===== config.mk =====
export PLATFORM = sky130hd
export DESIGN_NAME = instruction_sequencer
export DESIGN_NICKNAME = d
export VERILOG_FILES = /design/src/rtl/seq_pkg.sv /design/src/rtl/prog_mem.sv /design/src/rtl/instruction_sequencer.sv
export SDC_FILE = /design/constraint.sdc
export NUM_CORES = 1
export LEC_CHECK = 0
export CAP_MARGIN = 20
export CORE_MARGIN = 5
export CORE_UTILIZATION = 60
export CTS_CLUSTER_DIAMETER = 120
export DETAILED_ROUTE_END_ITERATION = 8
export PLACE_DENSITY_LB_ADDON = 0.3
export SYNTH_ARGS = -nofsm -noshare
export SYNTH_HDL_FRONTEND = slang
export SYNTH_SLANG_ARGS = --single-unit

===== constraint.sdc =====
create_clock -name clock -period 3.1 [get_ports clock]
set_input_delay 0.465 -clock clock [delete_from_list [all_inputs] [get_ports clock]]
set_output_delay 0.465 -clock clock [all_outputs]
set_load 0.02 [all_outputs]

===== src/rtl/seq_pkg.sv =====
// Shared types and widths for the instruction sequencer and its program memory.
package seq_pkg;

   localparam int unsigned OPC_W   = 3;
   localparam int unsigned REG_W   = 3;
   localparam int unsigned FUNC_W  = OPC_W + 2 * REG_W;
   localparam int unsigned DATA_W  = 8;
   localparam int unsigned ENTRY_W = FUNC_W + DATA_W;

   localparam logic [FUNC_W-1:0] NOP_FUNC = 9'h000;

   typedef enum logic [1:0] {
      IDLE,
      RUN,
      DONE
   } seq_state_t;

   // One program memory entry: func word in the upper bits, data operand below.
   typedef struct packed {
      logic [FUNC_W-1:0] opFunc;
      logic [DATA_W-1:0] operand;
   } prog_word_t;

endpackage


===== src/rtl/prog_mem.sv =====
// Program store: synchronous write, asynchronous read, contents never reset.
module prog_mem
   import seq_pkg::*;
#(
   parameter int unsigned DEPTH  = 16,
   parameter int unsigned ADDR_W = 4
) (
   input  logic               clock,
   input  logic               we,
   input  logic [ADDR_W-1:0]  wrAddr,
   input  logic [ENTRY_W-1:0] wrData,
   input  logic [ADDR_W-1:0]  rdAddr,
   output logic [ENTRY_W-1:0] rdData
);

   logic [ENTRY_W-1:0] mem [DEPTH];

   always_ff @(posedge clock) begin
      if (we) begin
         mem[wrAddr] <= wrData;
      end
   end

   assign rdData = mem[rdAddr];

endmodule


===== src/rtl/instruction_sequencer.sv =====
// Issues a loaded program of func/data words to the processor, one per clock,
// with stall support and a one-cycle completion pulse.
module instruction_sequencer
   import seq_pkg::*;
#(
   parameter int unsigned DEPTH  = 16,
   parameter int unsigned ADDR_W = 4
) (
   input  logic              clock,
   input  logic              reset,
   input  logic              progWe,
   input  logic [ADDR_W-1:0] progAddr,
   input  logic [8:0]        progFunc,
   input  logic [7:0]        progData,
   input  logic              start,
   input  logic [ADDR_W:0]   length,
   input  logic              stall,
   output logic [8:0]        func,
   output logic [7:0]        procData,
   output logic              issueValid,
   output logic              busy,
   output logic              done,
   output logic [ADDR_W-1:0] pc
);

   localparam int unsigned CNT_W = ADDR_W + 1;

   seq_state_t        state;
   logic [CNT_W-1:0]  lenReg;
   logic [CNT_W-1:0]  issued;
   logic [CNT_W-1:0]  lenClamped;
   logic              memWe;
   prog_word_t        wrWord;
   prog_word_t        rdWord;

   assign lenClamped = (length > CNT_W'(DEPTH)) ? CNT_W'(DEPTH) : length;
   assign memWe      = progWe && (state == IDLE);
   assign wrWord     = '{opFunc: progFunc, operand: progData};

   prog_mem #(
      .DEPTH (DEPTH),
      .ADDR_W(ADDR_W)
   ) uMem (
      .clock (clock),
      .we    (memWe),
      .wrAddr(progAddr),
      .wrData(wrWord),
      .rdAddr(pc),
      .rdData(rdWord)
   );

   // Outputs default to NOP each cycle; only an unstalled RUN cycle issues a word.
   always_ff @(posedge clock or posedge reset) begin
      if (reset) begin
         state      <= IDLE;
         func       <= NOP_FUNC;
         procData   <= '0;
         issueValid <= 1'b0;
         busy       <= 1'b0;
         done       <= 1'b0;
         pc         <= '0;
         lenReg     <= '0;
         issued     <= '0;
      end else begin
         func       <= NOP_FUNC;
         procData   <= '0;
         issueValid <= 1'b0;
         case (state)
            IDLE: begin
               if (start) begin
                  lenReg <= lenClamped;
                  pc     <= '0;
                  issued <= '0;
                  if (lenClamped == '0) begin
                     state <= DONE;
                  end else begin
                     state <= RUN;
                     busy  <= 1'b1;
                  end
               end
            end
            RUN: begin
               if (issued == lenReg) begin
                  state <= DONE;
                  busy  <= 1'b0;
                  done  <= 1'b1;
               end else if (!stall) begin
                  func       <= rdWord.opFunc;
                  procData   <= rdWord.operand;
                  issueValid <= 1'b1;
                  pc         <= pc + ADDR_W'(1);
                  issued     <= issued + CNT_W'(1);
               end
            end
            DONE: begin
               // A zero-length start enters here with done low; raise it for one cycle first.
               if (done) begin
                  done  <= 1'b0;
                  state <= IDLE;
               end else begin
                  done  <= 1'b1;
               end
            end
            default: begin
               state <= IDLE;
               busy  <= 1'b0;
               done  <= 1'b0;
            end
         endcase
      end
   end

endmodule


==> run notes <==
Implementation results

The flow ran to the end, and the final reports show no timing, DRC or antenna violations. The site row count is 51. In the floorplan report the effective utilization is 0.611. The post-route worst hold slack is 0.220 ns. The path type of the worst setup path is flop to output pin. STA classifies the critical path startpoint as a flop. The synthesized area per cell is 20.3 sq um. The number of H-tree levels is 1. The maximum count of clock buffers along a single path is 3. The post-detailed-route wirelength per cell is 27.4 um. Once the clock tree was built, the setup fixing pass inserted 0 buffers. sky130_fd_sc_hd__edfxtp_1 takes more of the synthesized area than any other cell. The routed via count divided by cell count is 6.51.

The share of synthesized area in the top cell type comes to 0.687. The die outline height is 151 um. The synthesis stat section lists a flop and latch total of 308. During synthesis, Yosys emitted a total of 0 warnings.

The detailed router reported a total wirelength of 26.3 mm. In this run the static leakage power is 4.56 nW. The remaining design rule violation count is 0. Entering global routing, the biggest net connects 31 pins. The clock edge transition at the registers on the reported setup and hold paths is 0.06 ns.

The layout has 1,140 filler cells. The global router reports that the layer with the highest usage is met2. The number of global-route vias before repair came to 6,404. Setup slack closes at 0.463 ns. The netlist area before placement is 0.0119 sq mm. Per the finish-stage timing summary, setup violations number 0. The flow reports an fmax of 379 MHz. The slew at the pin closest to its max-slew limit is 1.03 ns. The chip occupies 0.0227 sq mm. The initial antenna violation count came to 1. The first global-routing pass estimated 39.4 mm of wire.

The chip area in the Yosys report is 0.0119 sq mm. The max-slew check reports its worst relative slack as 0.312. Summed over all routing layers, the global router reports a total usage of 0.239. The required time at the worst endpoint is listed as 2.63 ns. The worst path needs 2.64 ns of the cycle, external delays included. The distinct cell type count of the synthesized netlist is 39. The core region area is 0.0195 sq mm.

The floorplan report gives the top-level pin count as 55. The met3 layer usage reported by global route is 0.0395. Per the final layout report, the fraction of cells sized above drive strength 1 comes to 0.229. The analysis reports a worst IR drop on VDD of 635 uV. Counting instances in the post-synthesis netlist gives the leading cell types as sky130_fd_sc_hd__edfxtp_1 (272), sky130_fd_sc_hd__mux4_2 (68), sky130_fd_sc_hd__dfrtp_1 (36), sky130_fd_sc_hd__a22oi_1 (35), sky130_fd_sc_hd__nor2_1 (22).

The number of detailed-route iterations in the first pass is 5. The post-DP HPWL is 14.7 mm. The worst setup path is captured at an output pin.

The commonest register cell is sky130_fd_sc_hd__edfxtp_1. The sequential element share of the synthesized area is 0.762. In the final report, the number of pins over their slew limit comes to 0.

The post-placement worst setup slack is 0.731 ns. The number of hold buffers added after CTS was 0. On the critical path the data arrives at 2.17 ns. After its last routability iteration, the placer logged a weighted congestion of 0.830. The maximum fanout encountered on the critical timing path is 11. For the worst reg-to-reg path, the startpoint reported by OpenROAD is state[0]$_DFFE_PP0P_. Summed over all layers, the global routing overflow is 0.

After detailed routing, the met3 layer carries 1.99 mm of wire. The total negative slack is 0 ns. The count of nets left with antenna violations after detail routing is 0. The post-route cell area is 0.0139 sq mm. The detailed-routing wirelength on met1 is 10.0 mm. The capturing point of the worst reg2reg path is uMem.mem[9][3]$_DFFE_PP_.

The final antenna diode count is 0. Signal nets in the final route climb as high as met5. The total nets after synthesis is 622.

The clock tree skew after final layout is 0.0109 ns. The fraction of registers with async set/reset is 0.117. Setup repair after global routing left no endpoint under its margin.
## stage by stage
stage	utilization	total power, mW	instances
5_1_grt	0.714	10.8	959
3_5_place_dp	0.662	6.86	902
6_report	0.714	10.4	959
2_1_floorplan	-	6.26	586
3_3_place_gp	0.662	6.77	902
4_1_cts	0.713	10.5	958
## kinds of logic (layout without fill, tap and decap cells)
| kind of cell | after synthesis | after routing | share of synthesized area |
|---|---|---|---|
| AND-OR/OR-AND | 76 | 76 | 0.0428 |
| multiplexers | 78 | 78 | 0.137 |
| flip-flops | 308 | 308 | 0.762 |
| AND/OR/NAND/NOR | 79 | 79 | 0.0332 |
| adder cells (fa/ha/maj) | 5 | 5 | 0.00526 |
| XOR/XNOR | 5 | 5 | 0.00368 |
| buffers and inverters | 35 | 143 | 0.0153 |
## worst min-delay path by stage
stage	endpoint	cells after the start	slack, ns	from
after floorplan	issued[4]$_DFFE_PP0P_	1	0.47	issued[4]$_DFFE_PP0P_
after global placement	issued[4]$_DFFE_PP0P_	1	0.49	issued[4]$_DFFE_PP0P_
after detailed placement	issued[4]$_DFFE_PP0P_	1	0.51	issued[4]$_DFFE_PP0P_
after CTS	func[2]$_DFF_PP0_	2	0.22	reset
after global routing	func[2]$_DFF_PP0_	2	0.25	reset
final	lenReg[3]$_DFFE_PP0P_	2	0.22	reset
## report_power, final
| part | switching, mW | internal, mW |
|---|---|---|
| Combinational | 1.04 | 0.871 |
| Clock | 1.47 | 2.16 |
| Sequential | 0.184 | 4.71 |
## area by class of cell
type / instances / area (sq um) / area share
clock inverters: 12 / 138 / 0.00990
repair buffers: 80 / 781 / 0.0562
multi-input cells: 243 / 2690 / 0.194
inverters: 7 / 26.3 / 0.00189
well taps: 265 / 332 / 0.0239
flip-flops and latches: 308 / 9070 / 0.653
clock buffers: 44 / 855 / 0.0615
## critical path, stage by stage (launching register included)
cell and delay [ns]:
sky130_fd_sc_hd__dfrtp_1 0.68, sky130_fd_sc_hd__buf_4 0.31, sky130_fd_sc_hd__clkdlybuf4s50_1 0.63
## cells in the final DEF (no fill, tap or decap), types with 6 or more instances in the layout
master	synthesis	final
sky130_fd_sc_hd__inv_1	7	6
sky130_fd_sc_hd__mux4_2	68	68
sky130_fd_sc_hd__mux2i_1	9	9
sky130_fd_sc_hd__dfrtp_1	36	34
sky130_fd_sc_hd__buf_4	4	23
sky130_fd_sc_hd__nor2_1	22	10
sky130_fd_sc_hd__o21ai_0	9	9
sky130_fd_sc_hd__nor2_2	0	12
sky130_fd_sc_hd__edfxtp_1	272	272
sky130_fd_sc_hd__clkbuf_1	11	10
sky130_fd_sc_hd__clkbuf_16	0	31
sky130_fd_sc_hd__nand2_1	19	19
sky130_fd_sc_hd__clkdlybuf4s50_1	0	54
sky130_fd_sc_hd__nand2b_1	8	8
sky130_fd_sc_hd__a22oi_1	35	35
sky130_fd_sc_hd__a21oi_1	18	18
## sequential cells by signal (all words and copies together), names as in the netlist
register    flops
state           2
uMem.mem      272
done            1
pc              4
lenReg          5
issueValid      1
func            9
procData        8
issued          5
busy            1
detail.png
Window x 98 to 128, y 23 to 53 um. Cells in gray, sequential cells in the stronger gray; small squares are vias.
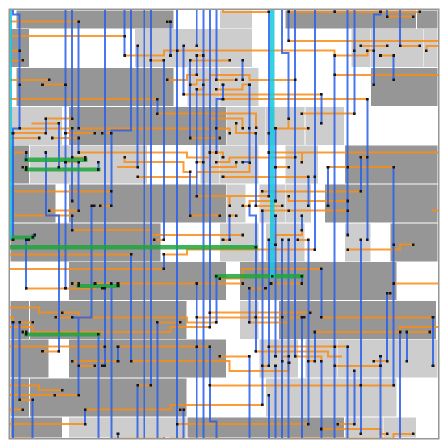
Cyan stands for metal 4. Green stands for metal 3. Blue stands for metal 2. Orange stands for metal 1.
Sequential cells in the window: 13. Most frequent: edfxtp_1 (11), a22oi_1 (6), mux4_2 (4). 39 logic cells have their middle in the window. Netlist names of flops here include uMem.mem (11).

clocks.png
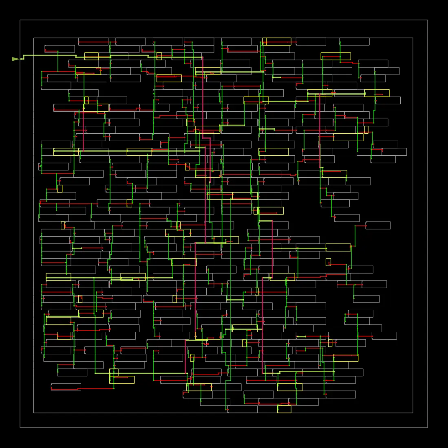
Skew-Pair Late Insertion Delay: 0.54 ns
number of clock sinks: 308
flop count: 308
number of buffers created by CTS: 30

Power figures rest on the tool's default switching activity, not on a simulated workload.
